[src/rtl/asteroid_draw_sequencer.sv]
// Asteroid draw sequencer: walks the asteroid table once per frame and
// hands each active entry to the downstream sprite drawer, one at a time.
module asteroid_draw_sequencer #(
    parameter int NUM_AST = 8,
    parameter int TIMEOUT = 2048
) (
    input  logic                       clk,
    input  logic                       reset,
    input  logic                       frame_start,
    input  logic                       wr_en,
    input  logic [$clog2(NUM_AST)-1:0] wr_idx,
    input  logic [9:0]                 wr_x,
    input  logic [9:0]                 wr_y,
    input  logic [2:0]                 wr_sprite,
    input  logic                       wr_active,
    input  logic                       draw_done,
    output logic                       plot,
    output logic [9:0]                 x_pos,
    output logic [9:0]                 y_pos,
    output logic [2:0]                 sprite_sel,
    output logic                       busy,
    output logic                       frame_done,
    output logic                       timeout_err
);

    localparam int IW = $clog2(NUM_AST);
    localparam int CW = $clog2(TIMEOUT + 1);

    localparam logic [IW-1:0] LAST_IDX  = IW'(NUM_AST - 1);
    localparam logic [CW-1:0] CNT_LIMIT = CW'(TIMEOUT - 1);

    localparam logic [2:0] S_IDLE  = 3'd0;
    localparam logic [2:0] S_CHECK = 3'd1;
    localparam logic [2:0] S_ISSUE = 3'd2;
    localparam logic [2:0] S_WAIT  = 3'd3;
    localparam logic [2:0] S_DONE  = 3'd4;

    // Asteroid table storage
    logic [9:0]         tab_x_q   [NUM_AST];
    logic [9:0]         tab_x_d   [NUM_AST];
    logic [9:0]         tab_y_q   [NUM_AST];
    logic [9:0]         tab_y_d   [NUM_AST];
    logic [2:0]         tab_spr_q [NUM_AST];
    logic [2:0]         tab_spr_d [NUM_AST];
    logic [NUM_AST-1:0] tab_act_q;
    logic [NUM_AST-1:0] tab_act_d;

    // Sequencer state
    logic [2:0]    state_q, state_d;
    logic [IW-1:0] idx_q, idx_d;
    logic [9:0]    x_q, x_d;
    logic [9:0]    y_q, y_d;
    logic [2:0]    spr_q, spr_d;
    logic [CW-1:0] cnt_q, cnt_d;
    logic          terr_q, terr_d;

    // Helper decodes
    logic is_last;
    logic cur_active;
    logic wait_expired;
    logic wait_advance;

    assign is_last      = (idx_q == LAST_IDX);
    assign cur_active   = tab_act_q[idx_q];
    assign wait_expired = (cnt_q == CNT_LIMIT);
    assign wait_advance = draw_done || wait_expired;

    // Table write port: any state, all four fields at once
    always_comb begin
        tab_x_d   = tab_x_q;
        tab_y_d   = tab_y_q;
        tab_spr_d = tab_spr_q;
        tab_act_d = tab_act_q;
        if (wr_en) begin
            tab_x_d[wr_idx]   = wr_x;
            tab_y_d[wr_idx]   = wr_y;
            tab_spr_d[wr_idx] = wr_sprite;
            tab_act_d[wr_idx] = wr_active;
        end
    end

    // Active flags are cleared by reset; reset wins over a pending write
    always_ff @(posedge clk) begin
        if (reset) begin
            tab_act_q <= '0;
        end else begin
            tab_act_q <= tab_act_d;
        end
    end

    // Coordinate/sprite fields need no reset, but reset still blocks writes
    always_ff @(posedge clk) begin
        if (!reset) begin
            tab_x_q   <= tab_x_d;
            tab_y_q   <= tab_y_d;
            tab_spr_q <= tab_spr_d;
        end
    end

    // Next-state logic for the table walk
    always_comb begin
        state_d = state_q;
        idx_d   = idx_q;
        x_d     = x_q;
        y_d     = y_q;
        spr_d   = spr_q;
        cnt_d   = cnt_q;
        terr_d  = terr_q;
        unique case (state_q)
            S_IDLE: begin
                if (frame_start) begin
                    idx_d   = '0;
                    state_d = S_CHECK;
                end
            end
            S_CHECK: begin
                // Reads the registered table, so a same-edge write is unseen
                if (cur_active) begin
                    x_d     = tab_x_q[idx_q];
                    y_d     = tab_y_q[idx_q];
                    spr_d   = tab_spr_q[idx_q];
                    state_d = S_ISSUE;
                end else if (is_last) begin
                    state_d = S_DONE;
                end else begin
                    idx_d = idx_q + 1'b1;
                end
            end
            S_ISSUE: begin
                cnt_d   = '0;
                state_d = S_WAIT;
            end
            S_WAIT: begin
                if (wait_advance) begin
                    if (!draw_done) begin
                        terr_d = 1'b1;
                    end
                    if (is_last) begin
                        state_d = S_DONE;
                    end else begin
                        idx_d   = idx_q + 1'b1;
                        state_d = S_CHECK;
                    end
                end else begin
                    cnt_d = cnt_q + 1'b1;
                end
            end
            S_DONE: begin
                state_d = S_IDLE;
            end
            default: begin
                state_d = S_IDLE;
            end
        endcase
    end

    // Sequencer registers with synchronous reset
    always_ff @(posedge clk) begin
        if (reset) begin
            state_q <= S_IDLE;
            idx_q   <= '0;
            x_q     <= '0;
            y_q     <= '0;
            spr_q   <= '0;
            cnt_q   <= '0;
            terr_q  <= 1'b0;
        end else begin
            state_q <= state_d;
            idx_q   <= idx_d;
            x_q     <= x_d;
            y_q     <= y_d;
            spr_q   <= spr_d;
            cnt_q   <= cnt_d;
            terr_q  <= terr_d;
        end
    end

    assign plot        = (state_q == S_ISSUE);
    assign frame_done  = (state_q == S_DONE);
    assign busy        = (state_q != S_IDLE);
    assign x_pos       = x_q;
    assign y_pos       = y_q;
    assign sprite_sel  = spr_q;
    assign timeout_err = terr_q;

endmodule

[config.mk]
export PLATFORM = sky130hd
export DESIGN_NAME = asteroid_draw_sequencer
export DESIGN_NICKNAME = d
export VERILOG_FILES = /design/src/rtl/asteroid_draw_sequencer.sv
export SDC_FILE = /design/constraint.sdc
export NUM_CORES = 1
export LEC_CHECK = 0
export CORE_AREA = 3 3 175 92
export DETAILED_ROUTE_END_ITERATION = 12
export DIE_AREA = 0 0 178 95
export PLACE_DENSITY = 0.82
export SLEW_MARGIN = 20
export SYNTH_ARGS = -nofsm -noshare
export SYNTH_HDL_FRONTEND = slang
export SYNTH_SLANG_ARGS = --single-unit
[constraint.sdc]
create_clock -name clk -period 8.6 [get_ports clk]
set_input_delay 2.58 -clock clk [delete_from_list [all_inputs] [get_ports clk]]
set_output_delay 2.58 -clock clk [all_outputs]
set_load 0.05 [all_outputs]
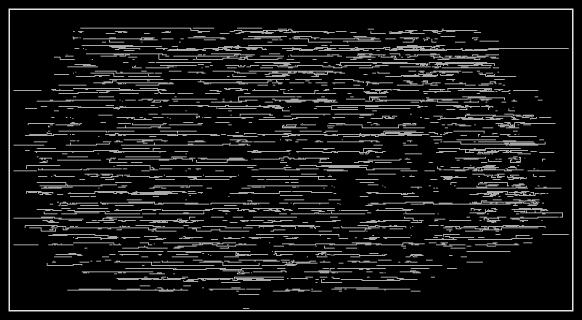
(images/layer_met1.png)
The longest straight run is 38.2 µm. The wires run mostly horizontal.

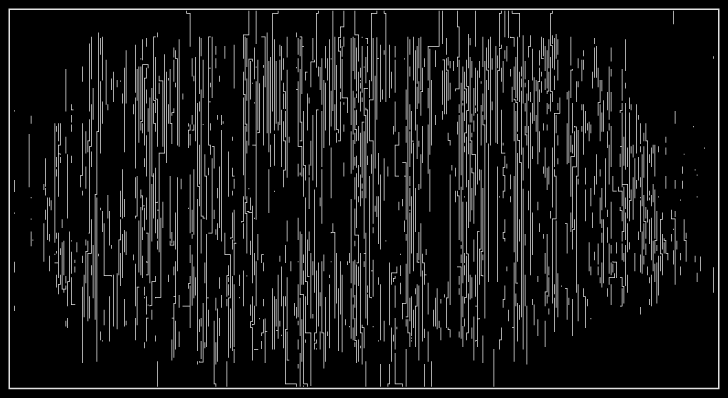
(images/layer_met2.png)
548 nets have wire on it. The layer holds 48% of the routed length. The longest straight run is 70.4 µm.
number of vias after detailed routing: 4812
met2 Usage GRT: 34.93%
final wirelength: 17600 µm

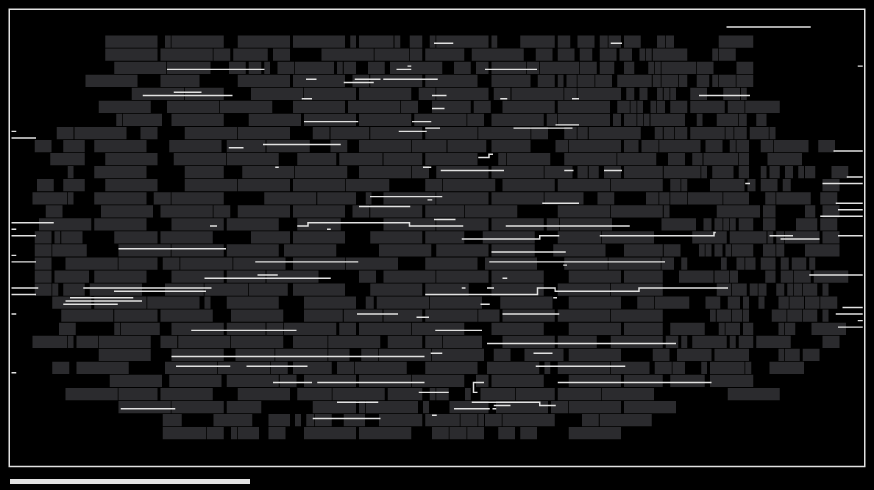
(images/layer_met3.png)
Bar = 50 µm.
The layer carries 1070 µm of wire. The layer holds 6.1% of the routed length. 74 nets have wire on it. The longest straight run is 52.4 µm.
global-route met3 utilization: 4.297%

==> flow.log <==
[flow] collecting metrics
[metrics] clock slew at the register clock pins of the worst setup and hold paths: around 70 ps
[metrics] worst reg2reg endpoint: x_pos[1]$_SDFFE_PP0P_
[metrics] part of the total power dissipated in sequential elements: between 50% and 60%
[metrics] Worst VDD drop: roughly 0.12 mV
[metrics] final cell count without fillers: just under 800
[metrics] Data buffer area share: roughly 6.3%
[metrics] outcome: finished, final reports clean
[metrics] Power per Cell Area: approximately 210 mW/mm²
[metrics] count leader, synth: sky130_fd_sc_hd__edfxtp_1
[metrics] total count of max-transition violations in the final report: 0
[metrics] Clk pwr share: around two fifths
[metrics] Tot Pwr: about 2.3 mW
[metrics] postcts setup bufs: 0
[metrics] Fin. Hold Viols: 0
[metrics] FA/HA/MAJ Cells, Area Fraction: 0.4119%
[metrics] clock latency at the later pin of the worst-skew pair: around 490 ps
[metrics] P_sw: approximately 0.47 mW
[metrics] power dissipated in the clock network: 0.885 mW
[metrics] unrepaired setup endpoints after global routing: false
[metrics] area share of the largest cell type after synthesis: between 60% and 70%
[metrics] gpl congestion: 0.8034
[metrics] total leakage power: approximately 3.3 nW
[metrics] number of standard cells reported by yosys: around 510
[metrics] share of power burned in combinational logic: about 5.5%
[metrics] quantity of hold-fixing buffers added after cts: 0
[metrics] Commonest flop: sky130_fd_sc_hd__edfxtp_1
[metrics] detailed route wirelength on metal2: 8524 µm
[metrics] maximum number of pins on one net before global-route repair: 51
[metrics] fraction of final layout cells sized beyond drive strength 1: 19.26%
[metrics] wire length of the first global-routing pass: 27590 µm
[metrics] number of enable flip-flop cells: roughly 180
[metrics] portion of the clock cycle consumed by the worst path in the final layout: 55.14%
[metrics] Non-clk invs: 2
[metrics] Hold Startpoint: tab_act_q[1]$_SDFFE_PP0P_
[metrics] cts bufs inserted: 20
[metrics] top post-synthesis cells by area: sky130_fd_sc_hd__edfxtp_1 61%, sky130_fd_sc_hd__mux4_2 11%, sky130_fd_sc_hd__dfxtp_1 11%, sky130_fd_sc_hd__mux2i_1 3.7%, sky130_fd_sc_hd__nor2_1 2.3%
[metrics] DRT Pass-1 Iters: 4
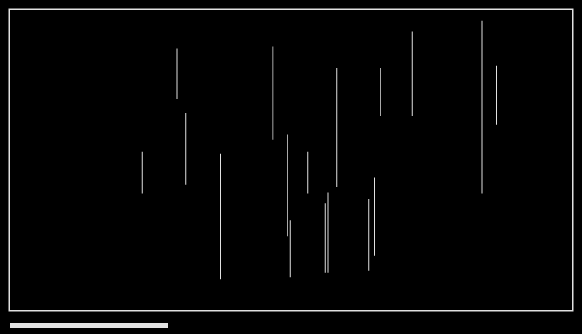
(images/layer_met4.png)
Bar = 50 µm.
The longest straight run is 54.4 µm. The layer carries 428 µm of wire.

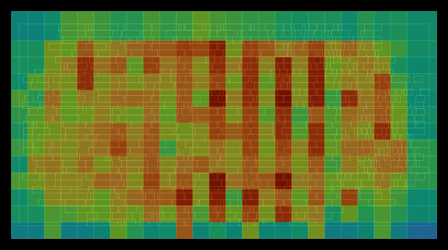
(images/congestion.png)
total track usage: 21.77%
final cell utilization of the core: 72.95%

-- cells by family (layout without fill, tap and decap cells) --
kind of cell | after synthesis | count (layout)
adder cells (fa/ha/maj) | 3 | 3
AND-OR/OR-AND | 51 | 51
buffers and inverters | 30 | 108
multiplexers | 80 | 80
XOR/XNOR | 10 | 10
AND/OR/NAND/NOR | 106 | 106
flip-flops | 234 | 234
-- worst max-delay path, cell delays in order, from the launching register on --
cell and delay [ps]:
sky130_fd_sc_hd__dfxtp_1 440, sky130_fd_sc_hd__nor3b_1 220, sky130_fd_sc_hd__buf_4 210, sky130_fd_sc_hd__clkdlybuf4s50_1 820
-- state kept, by name, summed over array words and instances (netlist names), 8 cells and up --
signal and flops:
cnt_q 12, y_pos 10, x_pos 10, tab_y_q 80
tab_act_q 8, tab_x_q 80, tab_spr_q 24
Power and IR drop assume default switching activity.
